Run 1, the metal 2 layer:
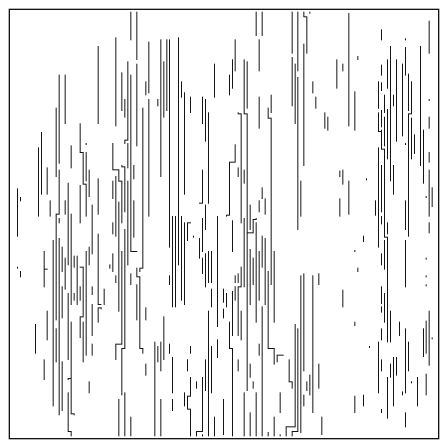
Run 1, track usage over the die:
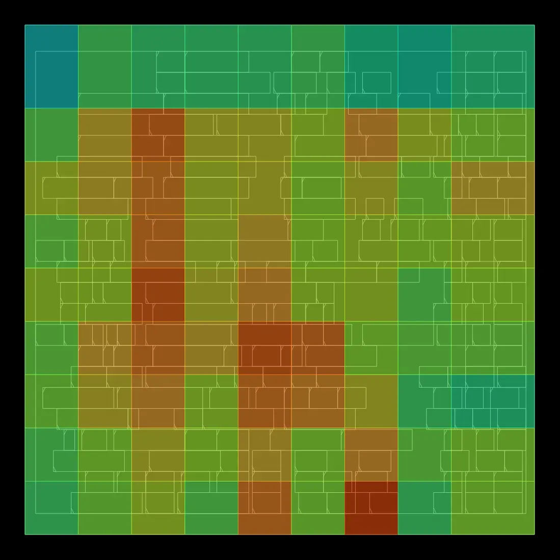
Run 1, cells by drive strength:
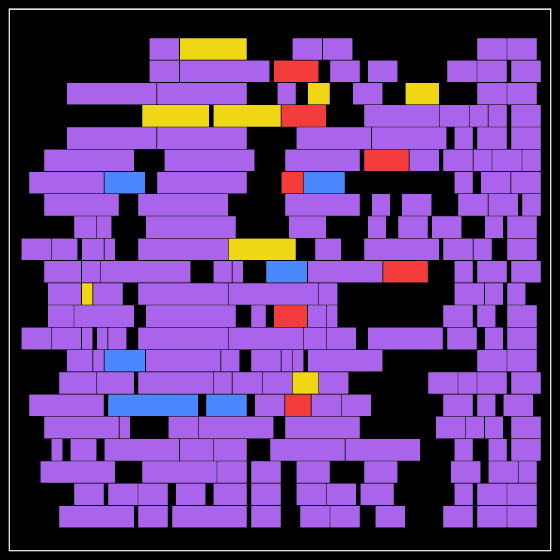
## src/rtl/tcam_lookup_sched_if.sv

```systemverilog
// tcam_lookup_sched_if: packet, config, TCAM and result buses of the lookup scheduler.
// The slave modport is the scheduler's view; master is the surrounding logic.
interface tcam_lookup_sched_if #(
    parameter int ID_WIDTH     = 4,
    parameter int WEIGHT_WIDTH = 4,
    parameter int ADDR_SIZE    = 4,
    parameter int BITS         = 8
);
    logic                    pkt_valid, pkt_ready;
    logic [ID_WIDTH-1:0]     pkt_id;
    logic                    cfg_valid, cfg_ready, cfg_flush;
    logic [ADDR_SIZE-1:0]    cfg_addr;
    logic [BITS-1:0]         cfg_data, cfg_mask;
    logic                    mem_cs, mem_wr, mem_flush, mem_cmp;
    logic [ADDR_SIZE-1:0]    mem_addr;
    logic [BITS-1:0]         mem_data, mem_mask;
    logic [ID_WIDTH-1:0]     mem_pkt_id, mem_dst_id;
    logic [WEIGHT_WIDTH-1:0] mem_weight;
    logic                    out_valid, out_ready;
    logic [ID_WIDTH-1:0]     out_pkt_id, out_dst_id;
    logic [WEIGHT_WIDTH-1:0] out_weight;

    modport slave (
        input  pkt_valid, pkt_id, cfg_valid, cfg_flush, cfg_addr, cfg_data, cfg_mask,
               mem_dst_id, mem_weight, out_ready,
        output pkt_ready, cfg_ready, mem_cs, mem_wr, mem_flush, mem_cmp, mem_addr, mem_data,
               mem_mask, mem_pkt_id, out_valid, out_pkt_id, out_dst_id, out_weight
    );
    modport master (
        output pkt_valid, pkt_id, cfg_valid, cfg_flush, cfg_addr, cfg_data, cfg_mask,
               mem_dst_id, mem_weight, out_ready,
        input  pkt_ready, cfg_ready, mem_cs, mem_wr, mem_flush, mem_cmp, mem_addr, mem_data,
               mem_mask, mem_pkt_id, out_valid, out_pkt_id, out_dst_id, out_weight
    );
endinterface

```

## src/rtl/tcam_lookup_sched.sv

```systemverilog
// tcam_lookup_sched: queues packet IDs and schedules TCAM lookups/config ops around its COMPARE/READ phase.
// Define MISS_DROP_EN to drop misses (dst 0) and count them on miss_cnt instead of returning them.
module tcam_lookup_sched #(
    parameter int ID_WIDTH     = 4,
    parameter int WEIGHT_WIDTH = 4,
    parameter int ADDR_SIZE    = 4,
    parameter int BITS         = 8,
    parameter int FIFO_DEPTH   = 4
) (
    input logic clk,
    input logic rst_n,
    tcam_lookup_sched_if.slave bus
`ifdef MISS_DROP_EN
    ,
    output logic [15:0] miss_cnt
`endif
);
    localparam int PW = $clog2(FIFO_DEPTH);

    typedef enum logic [1:0] {IDLE, CFG, LOOKUP, RESP} state_t;
    typedef enum logic [1:0] {PH_IDLE, PH_CMP, PH_READ} phase_t;

    state_t              state, state_nx, dispatch;
    phase_t              ph;
    logic [ID_WIDTH-1:0] q [FIFO_DEPTH];
    logic [PW-1:0]       wr_ptr, rd_ptr;
    logic [PW:0]         count;
    logic                full, push, capture, pending, drop;

    assign full          = count == (PW+1)'(FIFO_DEPTH);
    assign push          = bus.pkt_valid && !full;
    assign capture       = state == LOOKUP && ph == PH_READ;
    // an ID being pushed this cycle counts as queued so an idle lookup can start immediately
    assign pending       = count != '0 || push;
    assign bus.pkt_ready = !full;
    assign bus.mem_cmp   = ph == PH_CMP;
`ifdef MISS_DROP_EN
    assign drop = bus.mem_dst_id == '0;
`else
    assign drop = 1'b0;
`endif

    always_ff @(posedge clk)
        if (push) q[wr_ptr] <= bus.pkt_id;

    always_ff @(posedge clk or negedge rst_n)
        if (!rst_n) begin
            wr_ptr <= '0;
            rd_ptr <= '0;
            count  <= '0;
        end else begin
            wr_ptr <= wr_ptr + PW'(push);
            rd_ptr <= rd_ptr + PW'(capture);
            count  <= count + (PW+1)'(push) - (PW+1)'(capture);
        end

    // shadow of the TCAM's free-running phase; any write/flush knocks it back to IDLE
    always_ff @(posedge clk or negedge rst_n)
        if (!rst_n) begin
            ph         <= PH_IDLE;
            bus.mem_cs <= 1'b0;
        end else begin
            ph         <= ph == PH_CMP ? PH_READ : (!bus.mem_wr && !bus.mem_flush) ? PH_CMP : PH_IDLE;
            bus.mem_cs <= 1'b1;
        end

    always_ff @(posedge clk or negedge rst_n)
        if (!rst_n) state <= IDLE;
        else state <= state_nx;

    // new work only launches outside COMPARE so the lookup's COMPARE follows on the next cycle
    assign dispatch = ph == PH_CMP ? IDLE : bus.cfg_valid ? CFG : pending ? LOOKUP : IDLE;

    always_comb begin
        state_nx = state == IDLE   ? dispatch :
                   state == CFG    ? IDLE :
                   state == LOOKUP ? (capture ? (drop ? IDLE : RESP) : LOOKUP) :
                   bus.out_ready   ? dispatch : RESP;
    end

    always_comb begin
        bus.cfg_ready  = state == CFG;
        bus.mem_wr     = state == CFG && !bus.cfg_flush;
        bus.mem_flush  = state == CFG && bus.cfg_flush;
        bus.mem_addr   = state == CFG ? bus.cfg_addr : '0;
        bus.mem_data   = state == CFG ? bus.cfg_data : '0;
        bus.mem_mask   = state == CFG ? bus.cfg_mask : '0;
        bus.mem_pkt_id = state == LOOKUP ? q[rd_ptr] : '0;
    end

    always_ff @(posedge clk or negedge rst_n)
        if (!rst_n) begin
            bus.out_valid  <= 1'b0;
            bus.out_pkt_id <= '0;
            bus.out_dst_id <= '0;
            bus.out_weight <= '0;
        end else if (capture && !drop) begin
            bus.out_valid  <= 1'b1;
            bus.out_pkt_id <= q[rd_ptr];
            bus.out_dst_id <= bus.mem_dst_id;
            bus.out_weight <= bus.mem_weight;
        end else if (bus.out_ready) begin
            bus.out_valid  <= 1'b0;
        end

`ifdef MISS_DROP_EN
    always_ff @(posedge clk or negedge rst_n)
        if (!rst_n) miss_cnt <= '0;
        else if (capture && drop && miss_cnt != 16'hFFFF) miss_cnt <= miss_cnt + 16'd1;
`endif
endmodule
```

## src/flat_wrapper.sv

```systemverilog
// flat-port wrapper written by rule: the top's interface ports become plain ports
module tcam_lookup_sched_flat 
#(
    parameter int ID_WIDTH     = 4,
    parameter int WEIGHT_WIDTH = 4,
    parameter int ADDR_SIZE    = 4,
    parameter int BITS         = 8,
    parameter int FIFO_DEPTH   = 4
)
  (clk, rst_n, bus_pkt_valid, bus_pkt_id, bus_cfg_valid, bus_cfg_flush, bus_cfg_addr, bus_cfg_data, bus_cfg_mask, bus_mem_dst_id, bus_mem_weight, bus_out_ready, bus_pkt_ready, bus_cfg_ready, bus_mem_cs, bus_mem_wr, bus_mem_flush, bus_mem_cmp, bus_mem_addr, bus_mem_data, bus_mem_mask, bus_mem_pkt_id, bus_out_valid, bus_out_pkt_id, bus_out_dst_id, bus_out_weight);
  tcam_lookup_sched_if #(.ID_WIDTH(ID_WIDTH), .WEIGHT_WIDTH(WEIGHT_WIDTH), .ADDR_SIZE(ADDR_SIZE), .BITS(BITS)) bus_i ();
  input logic clk;
  input logic rst_n;
  input wire logic [$bits(bus_i.pkt_valid)-1:0] bus_pkt_valid;
  input wire logic [$bits(bus_i.pkt_id)-1:0] bus_pkt_id;
  input wire logic [$bits(bus_i.cfg_valid)-1:0] bus_cfg_valid;
  input wire logic [$bits(bus_i.cfg_flush)-1:0] bus_cfg_flush;
  input wire logic [$bits(bus_i.cfg_addr)-1:0] bus_cfg_addr;
  input wire logic [$bits(bus_i.cfg_data)-1:0] bus_cfg_data;
  input wire logic [$bits(bus_i.cfg_mask)-1:0] bus_cfg_mask;
  input wire logic [$bits(bus_i.mem_dst_id)-1:0] bus_mem_dst_id;
  input wire logic [$bits(bus_i.mem_weight)-1:0] bus_mem_weight;
  input wire logic [$bits(bus_i.out_ready)-1:0] bus_out_ready;
  output wire logic [$bits(bus_i.pkt_ready)-1:0] bus_pkt_ready;
  output wire logic [$bits(bus_i.cfg_ready)-1:0] bus_cfg_ready;
  output wire logic [$bits(bus_i.mem_cs)-1:0] bus_mem_cs;
  output wire logic [$bits(bus_i.mem_wr)-1:0] bus_mem_wr;
  output wire logic [$bits(bus_i.mem_flush)-1:0] bus_mem_flush;
  output wire logic [$bits(bus_i.mem_cmp)-1:0] bus_mem_cmp;
  output wire logic [$bits(bus_i.mem_addr)-1:0] bus_mem_addr;
  output wire logic [$bits(bus_i.mem_data)-1:0] bus_mem_data;
  output wire logic [$bits(bus_i.mem_mask)-1:0] bus_mem_mask;
  output wire logic [$bits(bus_i.mem_pkt_id)-1:0] bus_mem_pkt_id;
  output wire logic [$bits(bus_i.out_valid)-1:0] bus_out_valid;
  output wire logic [$bits(bus_i.out_pkt_id)-1:0] bus_out_pkt_id;
  output wire logic [$bits(bus_i.out_dst_id)-1:0] bus_out_dst_id;
  output wire logic [$bits(bus_i.out_weight)-1:0] bus_out_weight;
  assign bus_i.pkt_valid = bus_pkt_valid;
  assign bus_i.pkt_id = bus_pkt_id;
  assign bus_i.cfg_valid = bus_cfg_valid;
  assign bus_i.cfg_flush = bus_cfg_flush;
  assign bus_i.cfg_addr = bus_cfg_addr;
  assign bus_i.cfg_data = bus_cfg_data;
  assign bus_i.cfg_mask = bus_cfg_mask;
  assign bus_i.mem_dst_id = bus_mem_dst_id;
  assign bus_i.mem_weight = bus_mem_weight;
  assign bus_i.out_ready = bus_out_ready;
  assign bus_pkt_ready = bus_i.pkt_ready;
  assign bus_cfg_ready = bus_i.cfg_ready;
  assign bus_mem_cs = bus_i.mem_cs;
  assign bus_mem_wr = bus_i.mem_wr;
  assign bus_mem_flush = bus_i.mem_flush;
  assign bus_mem_cmp = bus_i.mem_cmp;
  assign bus_mem_addr = bus_i.mem_addr;
  assign bus_mem_data = bus_i.mem_data;
  assign bus_mem_mask = bus_i.mem_mask;
  assign bus_mem_pkt_id = bus_i.mem_pkt_id;
  assign bus_out_valid = bus_i.out_valid;
  assign bus_out_pkt_id = bus_i.out_pkt_id;
  assign bus_out_dst_id = bus_i.out_dst_id;
  assign bus_out_weight = bus_i.out_weight;
  tcam_lookup_sched #(.ID_WIDTH(ID_WIDTH), .WEIGHT_WIDTH(WEIGHT_WIDTH), .ADDR_SIZE(ADDR_SIZE), .BITS(BITS), .FIFO_DEPTH(FIFO_DEPTH)) u_core (.clk(clk), .rst_n(rst_n), .bus(bus_i));
endmodule
```

## config.mk

```make
export PLATFORM = sky130hd
export DESIGN_NAME = tcam_lookup_sched_flat
export DESIGN_NICKNAME = d
export VERILOG_FILES = /design/src/rtl/tcam_lookup_sched_if.sv /design/src/rtl/tcam_lookup_sched.sv /design/src/flat_wrapper.sv
export SDC_FILE = /design/constraint.sdc
export NUM_CORES = 1
export LEC_CHECK = 0
export CORE_MARGIN = 1
export CORE_UTILIZATION = 44
export CTS_CLUSTER_DIAMETER = 100
export DETAILED_ROUTE_END_ITERATION = 10
export PLACE_DENSITY = 0.84
export SYNTH_ARGS = -nofsm -noshare
export SYNTH_HDL_FRONTEND = slang
export SYNTH_SLANG_ARGS = --single-unit
export TNS_END_PERCENT = 100
```

## constraint.sdc

```tcl
create_clock -name clk -period 3.65 [get_ports clk]
set_input_delay 0.9125 -clock clk [delete_from_list [all_inputs] [get_ports clk]]
set_output_delay 0.9125 -clock clk [all_outputs]
set_load 0.05 [all_outputs]
```

==> impl_metrics.tcl, run 1 <==
# yosys + openroad results
set metrics [dict create \
    status "complete, no violations" \
    post-synth-top-area-fraction 0.3475 \
    layout-drive-gt1-share 0.1010 \
    fin_crit_sh 0.8907 \
    criticalPathCategory "register to output pin" \
    largest_net_degree_at_the_start_of_global_routing 26 \
    top_power_group "combinational logic" \
    cts_buffer_count 5 \
    min-delay-start "u_core.ph[1]$_DFF_PN0_" \
    setup.worst_path.end_class "output pin" \
    place.port_buffers 80 \
    syn_avg_cell_area_um2 14.64 \
    drt-pass1-iter-count 4 \
    wire_per_inst_um 14.94 \
    number_of_levels_the_h_tree_was_split_into 2 \
    synthesis.area_um2 1800 \
    flop_cell "sky130_fd_sc_hd__dfrtp_1" \
    drt-vias-per-instance 4.938 \
    floorplan.io_pins 81 \
    total_switching_power_mw 1.149 \
    synth-xor-area-share 0.01946 \
    dp_hpwl_mm 2.949 \
    ys_area_um2 1800 \
    die_h_um 65.97 \
    power.clock.fraction 0.144 \
    share_comb_of_total_power 0.553 \
    cap_violations 0 \
    worst_path_dominant_cell_family "buffers and inverters" \
    synth_seq_share 0.6143 \
    wl_met1_mm 1.361 \
    synth-seq-cells 41 \
    place_congestion 0.6995 \
    number_of_library_cell_types_mapped_by_synthesis 34 \
    synth_area_leader_cell "sky130_fd_sc_hd__dfrtp_1" \
    synth-cells-yosys 123 \
    ctsLongestPathBuffers 2 \
    critPathBufInv 1 \
    tns_ns 0 \
    worst_setup_path_start_kind "register" \
    rr_worst_depth 8 \
    final_antenna_net_count 0 \
    cts_hold_repair.buffers 0 \
]
Notes on 'the metal 2 layer' above:
The layer holds 53% of the routed length. 228 nets have wire on it. The longest straight run is 42.7 um. The layer carries 2,020 um of wire.
total wirelength of the detailed-routed design: 3.824 mm
GR Layer Usage met2: 0.3584
detailed-route via count: 1,264

Notes on 'track usage over the die' above:
GR peak layer: met2
final core area utilization: 0.7260

Notes on 'cells by drive strength' above:
x2: marked yellow, cells 8, share 3.8%, most used mux4_2. x1 and smaller: marked purple, cells 187, share 90%, most used clkdlybuf4s50_1. x3 and x4: marked red, cells 7, share 3.4%, most used mux2_4. x6 and larger: marked blue, cells 6, share 2.9%, most used clkbuf_8.

## run 1: stage by stage
stage                     area, um^2  hold slack, ns  power [mW]
final                           2758          0.4859       2.540
after global routing            2758          0.5208       2.672
after CTS                       2758          0.4876       2.559
after detailed placement        2643          0.4765       2.195
after global placement          2643          0.4445       2.137
after floorplan                 1800          0.4876       1.714
## run 1: registers in the layout, indices dropped and copies added, names as in the netlist
register	cells
u_core.bus.out_weight	4
u_core.bus.mem_cs	1
u_core.count	3
u_core.bus.out_valid	1
u_core.bus.out_pkt_id	4
u_core.bus.out_dst_id	4
u_core.rd_ptr	2
u_core.ph	2
u_core.wr_ptr	2
u_core.q	16
u_core.state	2
==> run 2: changes to the inputs <==
SLEW_MARGIN = 5   (was not set)
Run 2, placement density heat map:
The bar under the picture is 20 um long. The die is cut into 7 by 7 equal tiles; dark blue is low, red is high, 0 to 100% covered.
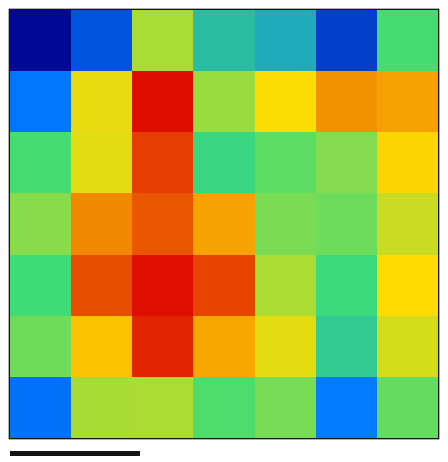
The emptiest ninth of the die: top left. 2.0% of the tiles are nearly empty. 29% of the tiles are over 75% full. The fullest tile reaches 99%. The mean over all tiles is 62%.

==> impl_metrics.tcl, run 2 <==
# yosys + openroad results
set metrics [dict create \
    place_congestion 0.6995 \
    synth-xor-area-share 0.01946 \
    post-synth-top-area-fraction 0.3475 \
    drt-pass1-iter-count 4 \
    worst_path_dominant_cell_family "buffers and inverters" \
    flop_cell "sky130_fd_sc_hd__dfrtp_1" \
    cts_buffer_count 5 \
    ctsLongestPathBuffers 2 \
    layout.core_utilization 0.7260 \
    max_flop_register "u_core.q" \
    holdWs_ns 0.4859 \
    critPathBufInv 1 \
    synth-cells-yosys 123 \
    layout-drive-gt1-share 0.1010 \
    criticalPathCategory "register to output pin" \
    drt-vias-per-instance 4.938 \
    number_of_library_cell_types_mapped_by_synthesis 34 \
    post_dp_cell_area_um2 2643 \
    status "complete, no violations" \
    floorplan.io_pins 81 \
    gr_layer_usage_met2 0.3584 \
    share_comb_of_total_power 0.553 \
    final_antenna_net_count 0 \
    top_power_group "combinational logic" \
]
Run 2, track usage over the die:
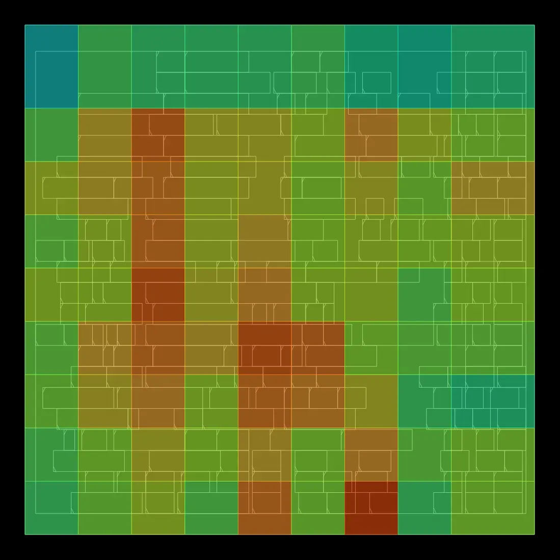
met1 track demand over resource: 0.2207
average detailed-routed wire length per instance: 14.94 um
met3 usage: 0.07241
total routing resource utilization after global routing: 0.2021

run 2: cell counts after synthesis:
Identical to the previous run, type by type.
run 2: final timing paths:
check | cells past startpoint | from | to | slack, ns
worst max register to register | 8 | u_core.state[0]$_DFF_PN0_ | u_core.count[2]$_DFF_PN0_ | 1.32
worst min register to register | 1 | u_core.ph[1]$_DFF_PN0_ | u_core.ph[1]$_DFF_PN0_ | 0.49
worst min-delay path | 1 | u_core.ph[1]$_DFF_PN0_ | u_core.ph[1]$_DFF_PN0_ | 0.49
max in group asynchronous | 1 | rst_n | u_core.ph[1]$_DFF_PN0_ | 1.77
worst max-delay path | 3 | u_core.state[1]$_DFF_PN0_ | bus_mem_wr | 0.40
min in group asynchronous | 1 | rst_n | u_core.wr_ptr[1]$_DFF_PN0_ | 1.22
==> run 3: changes to the inputs <==
ABC_AREA = 1   (was not set)
CORE_UTILIZATION = 45   (was 44)
clock period = 4.2 ns   (was 3.65 ns; I/O delays follow)
Run 3, M1 wires:
Cells faint in the background.
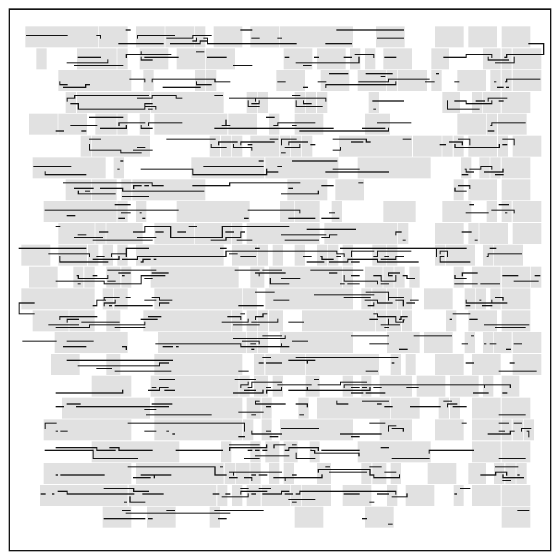
The layer carries 1,530 um of wire. 267 nets have wire on it.
detailed-route via count: 1,566
met1 track demand over resource: 0.1903

==> impl_metrics.tcl, run 3 <==
# yosys + openroad results
set metrics [dict create \
    cts_hold_repair.buffers 0 \
    syn_avg_cell_area_um2 9.128 \
    worst_path_dominant_cell_family "buffers and inverters" \
    largest_register_ff_count 16 \
    wire_per_inst_um 11.32 \
    largest_net_degree_at_the_start_of_global_routing 26 \
    cts_buffer_count 5 \
    reg2reg_slack_ns 2.01 \
    synth_area_leader_cell "sky130_fd_sc_hd__dfrtp_1" \
    synthesis.area_um2 1917 \
    flop_cell "sky130_fd_sc_hd__dfrtp_1" \
    timing.rr.start "u_core.state[1]$_DFF_PN0_" \
    drt-vias-per-instance 4.552 \
    worst_r2r_endpoint "u_core.count[2]$_DFF_PN0_" \
    gr-usage-all-layers 0.1788 \
    number_of_levels_the_h_tree_was_split_into 2 \
    synth-xor-area-share 0.01828 \
    worst_setup_path_start_kind "primary input" \
    gr_peak_layer "met2" \
    rr_worst_depth 9 \
    dp_hpwl_mm 3.023 \
    final_antenna_net_count 0 \
    gr_layer_usage_met2 0.3075 \
    fin_crit_sh 0.8462 \
    post_dp_cell_area_um2 2741 \
    status "complete, no violations" \
    finalPower_mw 2.166 \
    cap_violations 0 \
    floorplan.io_pins 81 \
    tns_ns 0 \
    hold-path-endpoint "u_core.bus.out_weight[1]$_DFFE_PN0P_" \
    max_flop_register "u_core.q" \
    post-synth-top-area-fraction 0.3264 \
    synth-seq-cells 41 \
    postLayoutCellArea_um2 2856 \
    min_delay_path_depth 2 \
    wl_mm 3.894 \
    setup.worst_path.end_class "output pin" \
    drt-pass1-iter-count 4 \
    synth_seq_share 0.5770 \
    layout-drive-gt1-share 0.08844 \
    die_h_um 67.27 \
    number_of_library_cell_types_mapped_by_synthesis 24 \
]
Run 3, placement density heat map:
The bar under the picture is 20 um long. The die is cut into 7 by 7 equal tiles; dark blue is low, red is high, 0 to 100% covered.
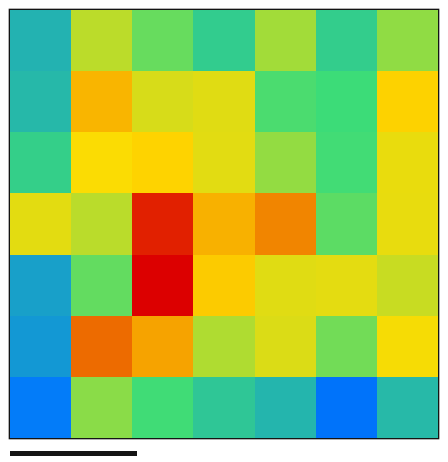
20% of the tiles are over 75% full. The mean over all tiles is 62%. The densest ninth of the die: middle. The fullest tile reaches 100%.
FP Core Util: 0.4724
final core area utilization: 0.7040
core area: 4058 um^2

## run 3: power by group
group / switching [mW] / total, mW / internal (mW)
clock network: 0.138 / 0.316 / 0.178
logic: 0.799 / 1.19 / 0.389
registers: 0.101 / 0.663 / 0.562
total: 1.04 / 2.17 / 1.13
## run 3: final cells by class
type | count | area (um^2) | share of cell area
Multi-Input combinational cell | 125 | 620.6 | 0.2173
Tap cell | 50 | 62.56 | 0.02190
Timing Repair Buffer | 80 | 800.8 | 0.2803
Inverter | 40 | 151.4 | 0.05300
Sequential cell | 41 | 1106 | 0.3872
Clock inverter | 3 | 46.29 | 0.01621
Clock buffer | 5 | 68.82 | 0.02409
Power figures rest on the tool's default switching activity, not on a simulated workload.
